==> config.mk <==
export PLATFORM = sky130hd
export DESIGN_NAME = fp13_minmax_seq
export DESIGN_NICKNAME = d
export VERILOG_FILES = /design/src/rtl/fp13_minmax_seq.sv
export SDC_FILE = /design/constraint.sdc
export NUM_CORES = 1
export LEC_CHECK = 0
export CAP_MARGIN = 15
export CORE_ASPECT_RATIO = 1.2
export CORE_UTILIZATION = 50
export DETAILED_ROUTE_END_ITERATION = 12
export PLACE_DENSITY = 0.75
export SLEW_MARGIN = 0
export SYNTH_ARGS = -nofsm -noshare
export SYNTH_HDL_FRONTEND = slang
export SYNTH_SLANG_ARGS = --single-unit
==> constraint.sdc <==
create_clock -name clk -period 7.8 [get_ports clk]
set_input_delay 1.56 -clock clk [delete_from_list [all_inputs] [get_ports clk]]
set_output_delay 1.56 -clock clk [all_outputs]
set_load 0.05 [all_outputs]
run_1/layer_met1.png
Supply wires on this layer in grey.
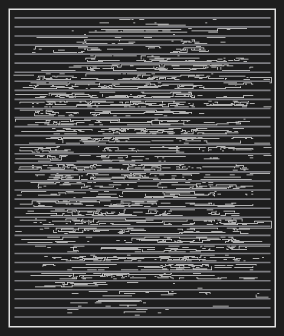
nets with wire on the layer: 400
main direction: horizontal
share of all routed wire: 41%
wire length on this layer: 4110 um
longest straight run: 29.4 um
via count: 3339
met1 usage: 0.3889

run_1/layer_met2.png
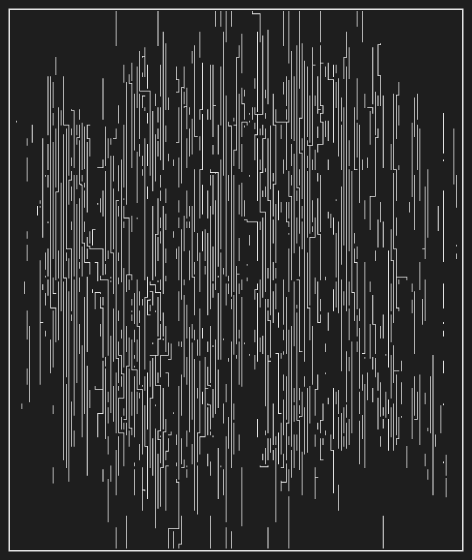
longest straight run: 52.7 um
main direction: vertical
share of all routed wire: 50%
nets with wire on the layer: 396
met2 usage: 0.4792
wirelength, routed: 10110 um

run_1/layer_met3.png
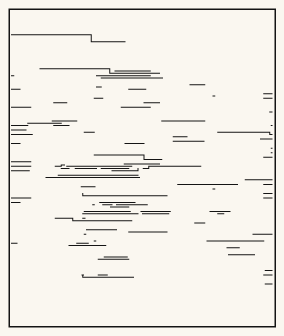
main direction: horizontal
longest straight run: 28.1 um
share of all routed wire: 7.2%
nets with wire on the layer: 70
wire length on this layer: 725 um
met3 GRT Util: 0.04348

==> flow_summary.toml, run 1 <==
# physical design summary
[global_route]
antenna_found_initial = 0
grt_first_pass_wirelength_um = 16440
first_global_vias = 3210
top_usage_layer = "met2"
track_usage = 0.2936
gr-total-overflow = 0
grt_max_degree = 63

[final_layout]
clkbuf_count = 10
nFillCells = 572
area_dominant_class = "multi-input combinational cells"
diodes = 0
syn2layout_area_growth_pct = 23.03
nMultiInputCombCells = 285
layout_top_cell = "nand2_1"
n_all_buffers = 62
layout_top_cells = "nand2_1 (73), dfrtp_1 (62), clkdlybuf4s50_1 (53), a221o_1 (26)"
nonClkBufAreaFrac = 0.1348
seqCellArea_um2 = 1551
fin_nets = 462
final_area_um2 = 4418
flops = 62
comb_share = 0.4325
comb_area_um2 = 1911
seq-cell-share = 0.3512
clock_area_frac = 0.04843
drive_gt1_frac = 0.1126
inverters = 10

[timing]
tightest_slew_ns = 1.151
max_freq_mhz = 223.5
fin_skew_ns = 0.01166
fin_crit_ns = 4.475
finalClockPeriodUsage = 0.5737
hold_ws_ns = 0.4871
drv_slew = 0
hold_viol = 0
setup_tns_ns = 0
worst_slack_ns = 3.325
setup_viol = 0
rsz0062_at_grt = "no"
relSlewSlack = 0.2276

[clock_tree]
cts-root-buf = "clkbuf_8"
cts_sinks = 62
post_cts_resized = 0
postCtsHoldBufs = 0
clockBufferDepth = 2
path_clk_slew_ns = 0.08
cts_tree = "yes"
clk_latency_ns = 0.35
cts_setup_buffers = 0
cts_max_level = 3
numCtsBuffers = 9

[placed_design]
dp_hpwl_um = 6610
port_buffers = 54
placed_cell_area_um2 = 4204
place_ws_ns = 3.281
gp_congestion = 0.9462

[floorplanning]
nWellTaps = 87
die_height_um = 94.84
core_um2 = 6895
num_rows = 33
ioPinCount = 55
die_area_um2 = 7526
die_w_um = 79.36
fp_util = 0.5208

[routing]
highest_layer = "met4"
routed-wl-met3_um = 724
wl_per_cell_um = 19.37
drt-vias-per-instance = 6.397
drt-met1-wl_um = 4110
route.detailed.drc = 0
dr_wl_met2_um = 5029
drt.antenna.violating_nets = 0
drt-pass1-iter-count = 5
drt-initial-drc-count = 342

[worst_setup_path]
slowest_stage = "dfrtp_1"
r2r_slack_ns = 3.32
cp.arrival_ns = 4.75
required_ns = 8.08
cp-end-kind = "flop"
critPathMaxFanout = 28
cpPeakStageDelay_ns = 0.91
critical_path_buf_inv_count = 0
path_cells = "or3b_2 -> mux2i_1 -> ha_1 -> a21o_1 -> a21o_1 -> nor2_1 -> a21oi_1 -> a221oi_1 -> and3_1 -> a221o_1"
crit_cells = 10
critical_path_class = "flop to flop"
ff2ff_path_depth = 10
worstSetupStartpointType = "flop"
cp_top_family = "simple AND/OR/NAND/NOR gates"
crit_top_cell = "a21o_1"

[synthesis]
synth-main-ff-cell = "dfrtp_1"
top_cell_area_share = 0.4321
ys_chip_area_um2 = 3591
syn_area_per_cell_um2 = 9.450
fp_nets = 412
ys_cells = 380
synthCells = 380
synth.distinct_cells = 50
yosysWarnings = 0
async_flop_share = 1.000
synth-edff-count = 0
syn-cell-area_um2 = 3591
top_area_cell = "dfrtp_1"
seq_area_frac_synth = 0.4321
ys.flops = 62
area_leaders = "dfrtp_1 (43%), nand2_1 (7.6%), a221o_1 (7.2%)"

[job]
max-cap-violations = 0
warnings = 27

[run_status]
status = "finished clean"

[worst_hold_path]
hold_path.class = "flop to flop"
whs_path_depth = 2
==> run 1: through the flow <==
| step | utilization | instances |
|---|---|---|
| after floorplan | - | 380 |
| after global placement | 0.6097 | 506 |
| after detailed placement | 0.6097 | 506 |
| after CTS | 0.6407 | 522 |
| after global routing | 0.6407 | 522 |
| final | 0.6407 | 522 |
==> run 1: kinds of logic (layout without fill, tap and decap cells) <==
group | count (synthesis) | after routing | share of synthesized area
XOR/XNOR | 1 | 1 | 0.002439
buffers and inverters | 33 | 88 | 0.03937
multiplexers | 30 | 30 | 0.08815
AND-OR/OR-AND | 103 | 103 | 0.2160
adder cells (fa/ha/maj) | 14 | 14 | 0.04878
flip-flops | 62 | 62 | 0.4321
AND/OR/NAND/NOR | 137 | 137 | 0.1732
==> run 1: worst reg2reg max path, cell delays in order (launching register included) <==
cell and delay (ns):
dfrtp_1 0.91, or3b_2 0.78, mux2i_1 0.30, ha_1 0.27, a21o_1 0.20, a21o_1 0.21, nor2_1 0.14, a21oi_1 0.12
a221oi_1 0.37, and3_1 0.82, a221o_1 0.29
==> run 1: cell usage after synthesis (all sizes together), types with 2 or more instances <==
cell and count:
a21o 3, mux2 13, a221o 26, a22oi 14, a31oi 5, ha 14, a211oi 2, a21oi 21
or4 3, mux2i 17, o21ai 16, nor4 7, inv 9, nor2 21, and3 2, nor3 2
a22o 2, a221oi 2, or2 3, dfrtp 62, buf 5, nand2 73, clkbuf 18, a31o 2
nand3 17, nor3b 3
run_1/layer_met4.png
The bar under the picture is 20 um long. Supply wires on this layer in grey. Cells faint in the background.
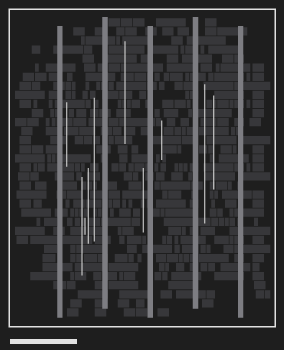

==> run 1 -> run 2 <==
==> constraint.sdc (replaced) <==
create_clock -name clk -period 4.37 [get_ports clk]
set_input_delay 0.874 -clock clk [delete_from_list [all_inputs] [get_ports clk]]
set_output_delay 0.874 -clock clk [all_outputs]
set_load 0.05 [all_outputs]
run_2/layer_met4.png
The bar under the picture is 20 um long. Supply wires on this layer in grey. Cells faint in the background.
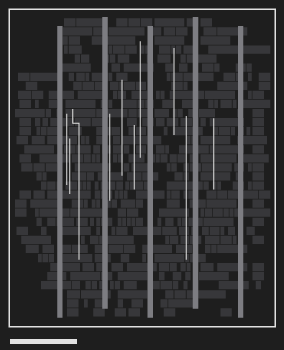
main direction: vertical
wire length on this layer: 282 um
wirelength, routed: 10230 um
via count: 3311

==> flow_summary.toml, run 2 <==
# physical design summary
[global_route]
grt_first_pass_wirelength_um = 16840
first_global_vias = 3380
gr-total-overflow = 0
track_usage = 0.2975
antenna_found_initial = 0
grt_max_degree = 38

[synthesis]
synth.distinct_cells = 50
synth-edff-count = 0
most_common_cell = "nand2_1"
yosysWarnings = 0
syn-cell-area_um2 = 3591
yosys-top-cells-count = "nand2_1 (73), dfrtp_1 (62), a221o_1 (26), a21oi_1 (21), nor2_1 (21)"
synth-main-ff-cell = "dfrtp_1"
synthCells = 380
ys_chip_area_um2 = 3591
async_flop_share = 1.000
syn_area_per_cell_um2 = 9.450
ys_cells = 380
area_leaders = "dfrtp_1 (43%), nand2_1 (7.6%), a221o_1 (7.2%)"
fp_nets = 412
ys.flops = 62
top_area_cell = "dfrtp_1"
top_cell_area_share = 0.4321
seq_area_frac_synth = 0.4321

[routing]
drt.antenna.violating_nets = 0
route.detailed.drc = 0
drt-vias-per-instance = 6.247
drt-initial-drc-count = 343
drt-pass1-iter-count = 6
wl_per_cell_um = 19.30

[timing]
relSlewSlack = 0.4979
fin_crit_ns = 3.957
setup_viol = 0
hold_viol = 0
finalClockPeriodUsage = 0.9055
drv_slew = 0
setup_tns_ns = 0
fin_skew_ns = 0.009234
rsz0062_at_grt = "no"
tightest_slew_ns = 0.7531
max_freq_mhz = 252.7

[worst_setup_path]
critPathMaxFanout = 28
ff2ff_path_depth = 12
slowest_stage = "or3b_2"
critical_path_class = "flop to flop"
cp_top_family = "AND-OR/OR-AND gates"
cp.arrival_ns = 4.19
path_cells = "or3b_2 -> nand2_1 -> nand2_1 -> ha_1 -> a21o_1 -> a21o_1 -> nor2_1 -> a21oi_1 -> a221oi_1 -> a31oi_1 -> buf_4 -> a221o_1"
critical_path_buf_inv_count = 1
worstSetupStartpointType = "flop"
required_ns = 4.60
r2r_slack_ns = 0.41
cpPeakStageDelay_ns = 0.80
cp-end-kind = "flop"
crit_cells = 12

[clock_tree]
clockBufferDepth = 2
cts_sinks = 62
cts_setup_buffers = 0
cts_tree = "yes"
cts-root-buf = "clkbuf_8"
numCtsBuffers = 9
cts_max_level = 3
clk_latency_ns = 0.35
postCtsHoldBufs = 0
path_clk_slew_ns = 0.07
post_cts_resized = 0

[placed_design]
placed_cell_area_um2 = 4264
dp_hpwl_um = 6964
gp_congestion = 0.9976
port_buffers = 54

[final_layout]
layout_top_cell = "nand2_1"
layout_top_cells = "nand2_1 (73), dfrtp_1 (62), clkdlybuf4s50_1 (53), a221o_1 (26)"
diodes = 0
final_area_um2 = 4534
fin_nets = 470
drive_gt1_frac = 0.1309
fin_util = 0.6576
syn2layout_area_growth_pct = 26.27
nFillCells = 563

[job]
max-cap-violations = 0
warnings = 27

[floorplanning]
core_um2 = 6895
die_w_um = 79.36
ioPinCount = 55
die_height_um = 94.84
fp_util = 0.5208
die_area_um2 = 7526
num_rows = 33

[worst_hold_path]
whs_path_depth = 2
hold_path.class = "flop to flop"

[run_status]
status = "finished clean"
-- run 2: netlist changes by cell type in the layout (fill, tap and decap cells not counted) --
cell       before  now
clkinv_4        1    0
clkbuf_1        1    0
buf_4           8   16
clkinv_2        2    1
clkbuf_8        9   10
bufinv_16       2    4
-- run 2: worst min-delay path: stages (launching register included) --
cell	delay (ns)
dfrtp_1	0.34
nand2_1	0.05
o21ai_0	0.06
-- run 2: cell type report --
cell class	instances	area, um2	area share
clock inverter	6	132.6	0.02925
timing repair buffer	70	655.6	0.1446
sequential	62	1551	0.3422
multi-input combinational	285	1911	0.4214
inverter	10	37.54	0.008278
clock buffer	10	137.6	0.03035
tap	87	108.9	0.02401
-- run 2: stage by stage --
step	instances	worst slack (ns)	hold WS (ns)
after floorplan	380	0.7749	0.4498
after global placement	513	0.4102	0.4592
after detailed placement	514	0.5020	0.4686
after CTS	530	0.4706	0.4852
after global routing	530	0.1783	0.5267
final	530	0.4131	0.4849
-- run 2: logic make-up after synthesis --
kind of cell / share of synthesized area
compound gates: 0.2160
buf+inv: 0.03937
xor+xnor: 0.002439
flops: 0.4321
mux: 0.08815
simple gates: 0.1732
fa+ha+maj: 0.04878
-- run 2: per-layer routing --
metal,global-route usage,wire (um)
met5,0,0
met1,0.3576,4184
met4,0.1455,282
met2,0.5086,5186
met3,0.05604,575
